Figure 1. Cells by drive strength.
Bar = 50 um.
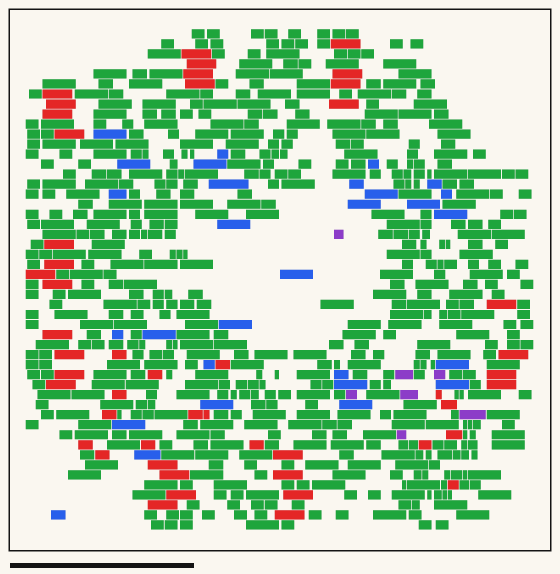
Figure 2. Sequential cells coloured by netlist name.
Bar = 50 um. Other sequential cells in the stronger grey, the rest of the logic in the fainter grey.
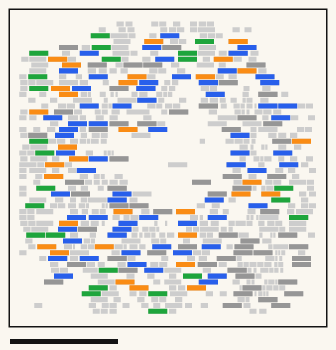
<file path="src/rtl/dq_align_pkg.sv">
// Shared types and widths for the DDR3 read-data aligner.
// Optional per-lane automatic slip is enabled by defining DQ_ALIGN_AUTOSLIP_EN.
package dq_align_pkg;

    localparam int NIB_W  = 4;
    localparam int BYTE_W = 8;
    localparam int SLIP_W = 2;

    typedef enum logic [1:0] {
        IDLE   = 2'd0,
        FIRST  = 2'd1,
        SECOND = 2'd2
    } state_t;

    // Window over {din_now, din_prev}: slip s delays the stream by s bits.
    function automatic logic [NIB_W-1:0] slip_window(input logic [BYTE_W-1:0] hist,
                                                     input logic [SLIP_W-1:0] s);
        logic [NIB_W-1:0] w;
        case (s)
            2'd0:    w = hist[7:4];
            2'd1:    w = hist[6:3];
            2'd2:    w = hist[5:2];
            default: w = hist[4:1];
        endcase
        return w;
    endfunction

endpackage

</file>
<file path="src/rtl/dq_lane_slip.sv">
// One DQ lane: bit-slip window, nibble pairing into a byte, and training compare.
// With DQ_ALIGN_AUTOSLIP_EN defined the lane owns a slip register that steps on mismatch.
module dq_lane_slip
    import dq_align_pkg::*;
(
    input  logic              clk,
    input  logic              rst_n,
    input  logic [NIB_W-1:0]  din,
    input  logic [SLIP_W-1:0] slip,
    input  logic              capture_low,
    input  logic              capture_high,
    input  logic              cmp_en,
    input  logic              train_en,
    input  logic [BYTE_W-1:0] train_pattern,
    output logic [BYTE_W-1:0] byte_out,
    output logic              train_match,
    output logic [SLIP_W-1:0] slip_cur
);

    logic [NIB_W-1:0] din_prev;
    logic [NIB_W-1:0] aligned_r;
    logic [NIB_W-1:0] low_r;

    // NOTE: sequential state uses <= so every register samples pre-edge values,
    // which is what makes the 1-cycle window latency independent of block order.
    always_ff @(posedge clk or negedge rst_n) begin
        if (!rst_n) begin
            din_prev  <= '0;
            aligned_r <= '0;
            low_r     <= '0;
            byte_out  <= '0;
        end else begin
            din_prev  <= din;
            aligned_r <= slip_window({din, din_prev}, slip_cur);
            if (capture_low) begin
                low_r <= aligned_r;
            end
            if (capture_high) begin
                byte_out <= {aligned_r, low_r};
            end
        end
    end

    always_ff @(posedge clk or negedge rst_n) begin
        if (!rst_n) begin
            train_match <= 1'b0;
        end else if (!train_en) begin
            train_match <= 1'b0;
        end else if (cmp_en) begin
            train_match <= (byte_out == train_pattern);
        end
    end

`ifdef DQ_ALIGN_AUTOSLIP_EN
    logic              mismatch;
    logic [SLIP_W-1:0] slip_r;

    assign mismatch = train_en && cmp_en && (byte_out != train_pattern);

    // Follows the controller while not training; hunts for the eye while training.
    always_ff @(posedge clk or negedge rst_n) begin
        if (!rst_n) begin
            slip_r <= '0;
        end else if (!train_en) begin
            slip_r <= slip;
        end else if (mismatch) begin
            slip_r <= slip_r + 1'b1;
        end
    end

    assign slip_cur = slip_r;
`else
    assign slip_cur = slip;
`endif

endmodule

</file>
<file path="src/rtl/dq_read_aligner.sv">
// Read-data capture for DDR3 byte lanes: latency line, burst FSM and per-lane alignment.
// Define DQ_ALIGN_AUTOSLIP_EN to let training adjust each lane's slip automatically.
module dq_read_aligner
    import dq_align_pkg::*;
#(
    parameter int LANES   = 8,
    parameter int MAX_LAT = 16,
    parameter int LAT_W   = 4
) (
    input  logic                 clk,
    input  logic                 rst_n,
    input  logic [4*LANES-1:0]   din,
    input  logic                 rd_start,
    input  logic [LAT_W-1:0]     rd_lat,
    input  logic [2*LANES-1:0]   slip,
    input  logic                 train_en,
    input  logic [7:0]           train_pattern,
    output logic [8*LANES-1:0]   dout,
    output logic                 dout_valid,
    output logic                 rd_overrun,
    output logic [LANES-1:0]     train_match,
    output logic [2*LANES-1:0]   slip_cur,
    output logic                 busy
);

    logic [MAX_LAT-1:0] lat_sr;
    logic               tap;
    state_t             state;

    // NOTE: the delay line is reset along with the FSM so a burst aborted by
    // rst_n cannot resurface after release.
    always_ff @(posedge clk or negedge rst_n) begin
        if (!rst_n) begin
            lat_sr <= '0;
        end else begin
            lat_sr <= {lat_sr[MAX_LAT-2:0], rd_start};
        end
    end

    // NOTE: tap gets a default before the selection so no latch is inferred.
    always_comb begin
        tap = 1'b0;
        if (rd_lat == '0) begin
            tap = rd_start;
        end else begin
            for (int k = 1; k < MAX_LAT; k++) begin
                if (int'(rd_lat) == k) begin
                    tap = lat_sr[k-1];
                end
            end
        end
    end

    always_ff @(posedge clk or negedge rst_n) begin
        if (!rst_n) begin
            state      <= IDLE;
            dout_valid <= 1'b0;
            rd_overrun <= 1'b0;
        end else begin
            dout_valid <= 1'b0;
            rd_overrun <= 1'b0;
            unique case (state)
                IDLE: begin
                    if (tap) begin
                        state <= FIRST;
                    end
                end
                FIRST: begin
                    // A second tap here would overlap the burst being paired.
                    rd_overrun <= tap;
                    state      <= SECOND;
                end
                SECOND: begin
                    dout_valid <= 1'b1;
                    state      <= tap ? FIRST : IDLE;
                end
                default: state <= IDLE;
            endcase
        end
    end

    assign busy = (|lat_sr) || (state != IDLE);

    for (genvar i = 0; i < LANES; i++) begin : g_lane
        dq_lane_slip u_lane (
            .clk           (clk),
            .rst_n         (rst_n),
            .din           (din[NIB_W*i +: NIB_W]),
            .slip          (slip[SLIP_W*i +: SLIP_W]),
            .capture_low   (state == FIRST),
            .capture_high  (state == SECOND),
            .cmp_en        (dout_valid),
            .train_en      (train_en),
            .train_pattern (train_pattern),
            .byte_out      (dout[BYTE_W*i +: BYTE_W]),
            .train_match   (train_match[i]),
            .slip_cur      (slip_cur[SLIP_W*i +: SLIP_W])
        );
    end

endmodule
</file>
<file path="config.mk">
export PLATFORM = sky130hd
export DESIGN_NAME = dq_read_aligner
export DESIGN_NICKNAME = d
export VERILOG_FILES = /design/src/rtl/dq_align_pkg.sv /design/src/rtl/dq_lane_slip.sv /design/src/rtl/dq_read_aligner.sv
export SDC_FILE = /design/constraint.sdc
export NUM_CORES = 1
export LEC_CHECK = 0
export CORE_MARGIN = 4
export CORE_UTILIZATION = 40
export DETAILED_ROUTE_END_ITERATION = 7
export PLACE_DENSITY = 0.67
export SYNTH_ARGS = -nofsm -noshare
export SYNTH_HDL_FRONTEND = slang
export SYNTH_SLANG_ARGS = --single-unit
</file>
<file path="constraint.sdc">
create_clock -name clk -period 4.2 [get_ports clk]
set_input_delay 1.05 -clock clk [delete_from_list [all_inputs] [get_ports clk]]
set_output_delay 1.05 -clock clk [all_outputs]
set_load 0.02 [all_outputs]
</file>
==> summary.txt <==
Update from the flow run.

The wire length on met1 is between 7000 and 8000 um. The count of hold-fix buffers inserted at cts is 0. Per the OpenROAD floorplan log, the width of the die is 147 um.

The total wire length after detailed routing is approximately 17,000 um. The worst slack at placement is 0.808 ns. The overall track demand over capacity in global routing is 0.167. In this run the clock root is driven by a sky130_fd_sc_hd__clkbuf_16. The post-route DRC violation count is 0. The number of cells on the critical path is 3.

According to the I/O placement log, the pin count is approximately 160. The detailed-routed wire length on met2 is between 8000 and 9000 um. Traced cell by cell, the critical path runs through or4_1, or4_1, clkdlybuf4s50_1. In this run the maximum-capacitance check reported violations numbering 0. Synthesis produced a netlist whose cell count is slightly above 500. The insertion delay at the late pin of the worst-skew pair is between 0.4 and 0.5 ns. Of the total synthesized cell area, the portion taken by full adders, half adders and majority gates is 0. Post-CTS repair ended up resizing 0 cells. Setup repair after global routing left no endpoint under its margin. Summed over all failing endpoints, the final setup total negative slack is 0 ns.

The hold path endpoint is lat_sr[9]. The data required time reported for the critical path is approximately 3.2 ns. Of the total synthesized cell area, the portion taken by XOR and XNOR cells is 0.0730. After detailed routing, no signal wire sits above met4. Per the power-grid run, VDD falls by no more than about 0.34 mV. STA classifies the critical path startpoint as a register. The number of antenna violations at the first check in global routing is 0. The data arrival time of the critical path is ~2.4 ns. The first routing iteration left 152 violations.

Overall power consumption after layout is estimated at ~0.0064 W. The most numerous cell type found on the critical path is sky130_fd_sc_hd__or4_1. The area share of and/or/nand/nor cells after synthesis is 0.0437. The maximum root-to-sink buffer count is 2. The average instance in the mapped netlist occupies about 15 um2.

Counting both buffers and inverters, the worst setup path holds a total of 1. The timing-limited maximum frequency is approximately 300 MHz. After synthesis, the chip area reported by Yosys is around 7700 um2.

The worst register-to-register path ends at g_lane[7].u_lane.low_r[3]. The fill cell total of the finished layout is around 1,500. The area used by multi-input combinational logic is 2870 um2.

The layout stage reports a final design area of between 9000 and 10,000 um2. Among the non-sequential cells, multiplexers take the most area. Across the whole layout, storage elements account for about 4500 um2. For this run, the slowest stage of the critical path takes about 0.56 ns. Of all flip-flops after synthesis, the portion carrying an async set or reset was 1.00. The slew check shows that the tightest pin keeps a relative margin of 0.281.

The clock sink total is between 150 and 200. The via count of the first global-routing pass is 5,040. The detail route stage leaves a number of antenna-violating nets equal to 0. The half-perimeter wire length after placement is ~12,000 um.

The slowest cell on the critical path is sky130_fd_sc_hd__clkdlybuf4s50_1. The wire length of the first global-routing pass is 27,900 um. Of the synthesized area, sequential elements account for 0.587. The final standard cell count with taps included and fillers excluded is 878. The die height is 147 um. The count of distinct cell types in the synthesized netlist is 38. In this run the most critical hold path is launched from lat_sr[8]. The setup path with the least slack is of type reg -> out. The worst setup path is captured at a primary output. The total number of nets in the final design is between 600 and 700. The routed design shows a wire length per standard cell of between 15 and 20 um.

On the final layout, the worst hold slack is slightly above 0.4 ns. The report lists the number of standard-cell rows as approximately 50. In this run the cell area of the synthesized design comes to approximately 7700 um2.

Buffers inserted during clock tree synthesis total 17. The critical path ends at busy. In this run the number of H-tree levels came out at 4. The CTS tree is done. For reference, the final report shows the hold violation count at 0. The post-synthesis share of cell area spent on and-or and or-and gates is 0.0191.

The number of cells traversed by the worst register-to-register path is 3. The path class of the lowest-slack min-delay path is reg -> reg. The library cells used most frequently in the layout, excluding fill and tap cells, are sky130_fd_sc_hd__dfrtp_1 (180), sky130_fd_sc_hd__clkdlybuf4s50_1 (153), sky130_fd_sc_hd__mux2_1 (87), sky130_fd_sc_hd__xnor2_1 (33), sky130_fd_sc_hd__mux4_2 (32). The part of the cycle the worst path needs is 0.814. The flow ran to the end, and the final reports show no timing, DRC or antenna violations. In this run the tools logged warnings totalling 26.

Counting only logic cells after layout, the most numerous master is sky130_fd_sc_hd__dfrtp_1. After clock tree synthesis, the setup repair step added 0 buffers. The number of pins exceeding their max-slew limit in the final report is 0.

Yosys mapped a number of flops with a built-in enable equal to 0. Looking at the global route congestion table, the highest-usage layer is met2. For this run, the leading register cell type out of synthesis is sky130_fd_sc_hd__dfrtp_1. The worst clock skew is 0.0141 ns.
## Picture notes: Figure 1
[red] _2 cells | cells: 48 | share: 7.5% | most used: mux4_2
[purple] _3 and _4 cells | cells: 7 | share: 1.1%
[green] _0 and _1 cells | cells: 560 | share: 87% | most used: dfrtp_1
[blue] _6 and larger | cells: 29 | share: 4.5% | most used: clkbuf_16
min setup slack post-route: 0.780 ns
layout overhead on the synthesized area: 28.1%

## Picture notes: Figure 2
[blue] g_lane.u_lane.byte_out | flops: 64
[green] g_lane.u_lane.din_prev | flops: 24 | where: all over the die
[orange] g_lane.u_lane.aligned_r | flops: 32 | where: all over the die
share of cell area taken by flip-flops and latches: 0.458
core occupancy in the finished layout: 0.524

Yosys cell counts, types with 2 or more instances:
library cell / number / area, um2
sky130_fd_sc_hd__mux2_1: 87 / 980
sky130_fd_sc_hd__dfrtp_1: 180 / 4500
sky130_fd_sc_hd__a32oi_1: 2 / 17.5
sky130_fd_sc_hd__or4_1: 2 / 15.0
sky130_fd_sc_hd__nor4_1: 11 / 68.8
sky130_fd_sc_hd__nand2_1: 12 / 45.0
sky130_fd_sc_hd__buf_4: 26 / 195
sky130_fd_sc_hd__mux4_2: 32 / 721
sky130_fd_sc_hd__xor2_1: 31 / 272
sky130_fd_sc_hd__buf_2: 19 / 95.1
sky130_fd_sc_hd__nor2_1: 2 / 7.51
sky130_fd_sc_hd__o21ai_1: 8 / 40.0
sky130_fd_sc_hd__inv_1: 3 / 11.3
sky130_fd_sc_hd__nand3_1: 18 / 90.1
sky130_fd_sc_hd__mux2_2: 10 / 113
sky130_fd_sc_hd__nor2b_1: 6 / 37.5
sky130_fd_sc_hd__xnor2_1: 33 / 289
flip-flops by register name, summed over array words and instances (netlist names):
name                       flops
g_lane.u_lane.din_prev        24
rd_overrun                     1
lat_sr                        16
g_lane.u_lane.train_match      8
state                          2
dout_valid                     1
g_lane.u_lane.aligned_r       32
g_lane.u_lane.byte_out        64
g_lane.u_lane.low_r           32
area by class of cell:
cell class                      instances  share of cell area
Multi-Input combinational cell        272               0.292
Tap cell                              234              0.0298
Inverter                                3             0.00115
Timing Repair Buffer                  157               0.160
Clock buffer                           19              0.0450
Clock inverter                         13              0.0137
Sequential cell                       180               0.458
where the power goes:
group | switching [W] | leakage (nW) | internal, W
sequential | 0.000439 | 2.13 | 0.00226
clock | 0.000703 | 0.289 | 0.000855
combinational | 0.000987 | 1.53 | 0.00114
No activity file was given, so power comes from the tool's default toggle rates.
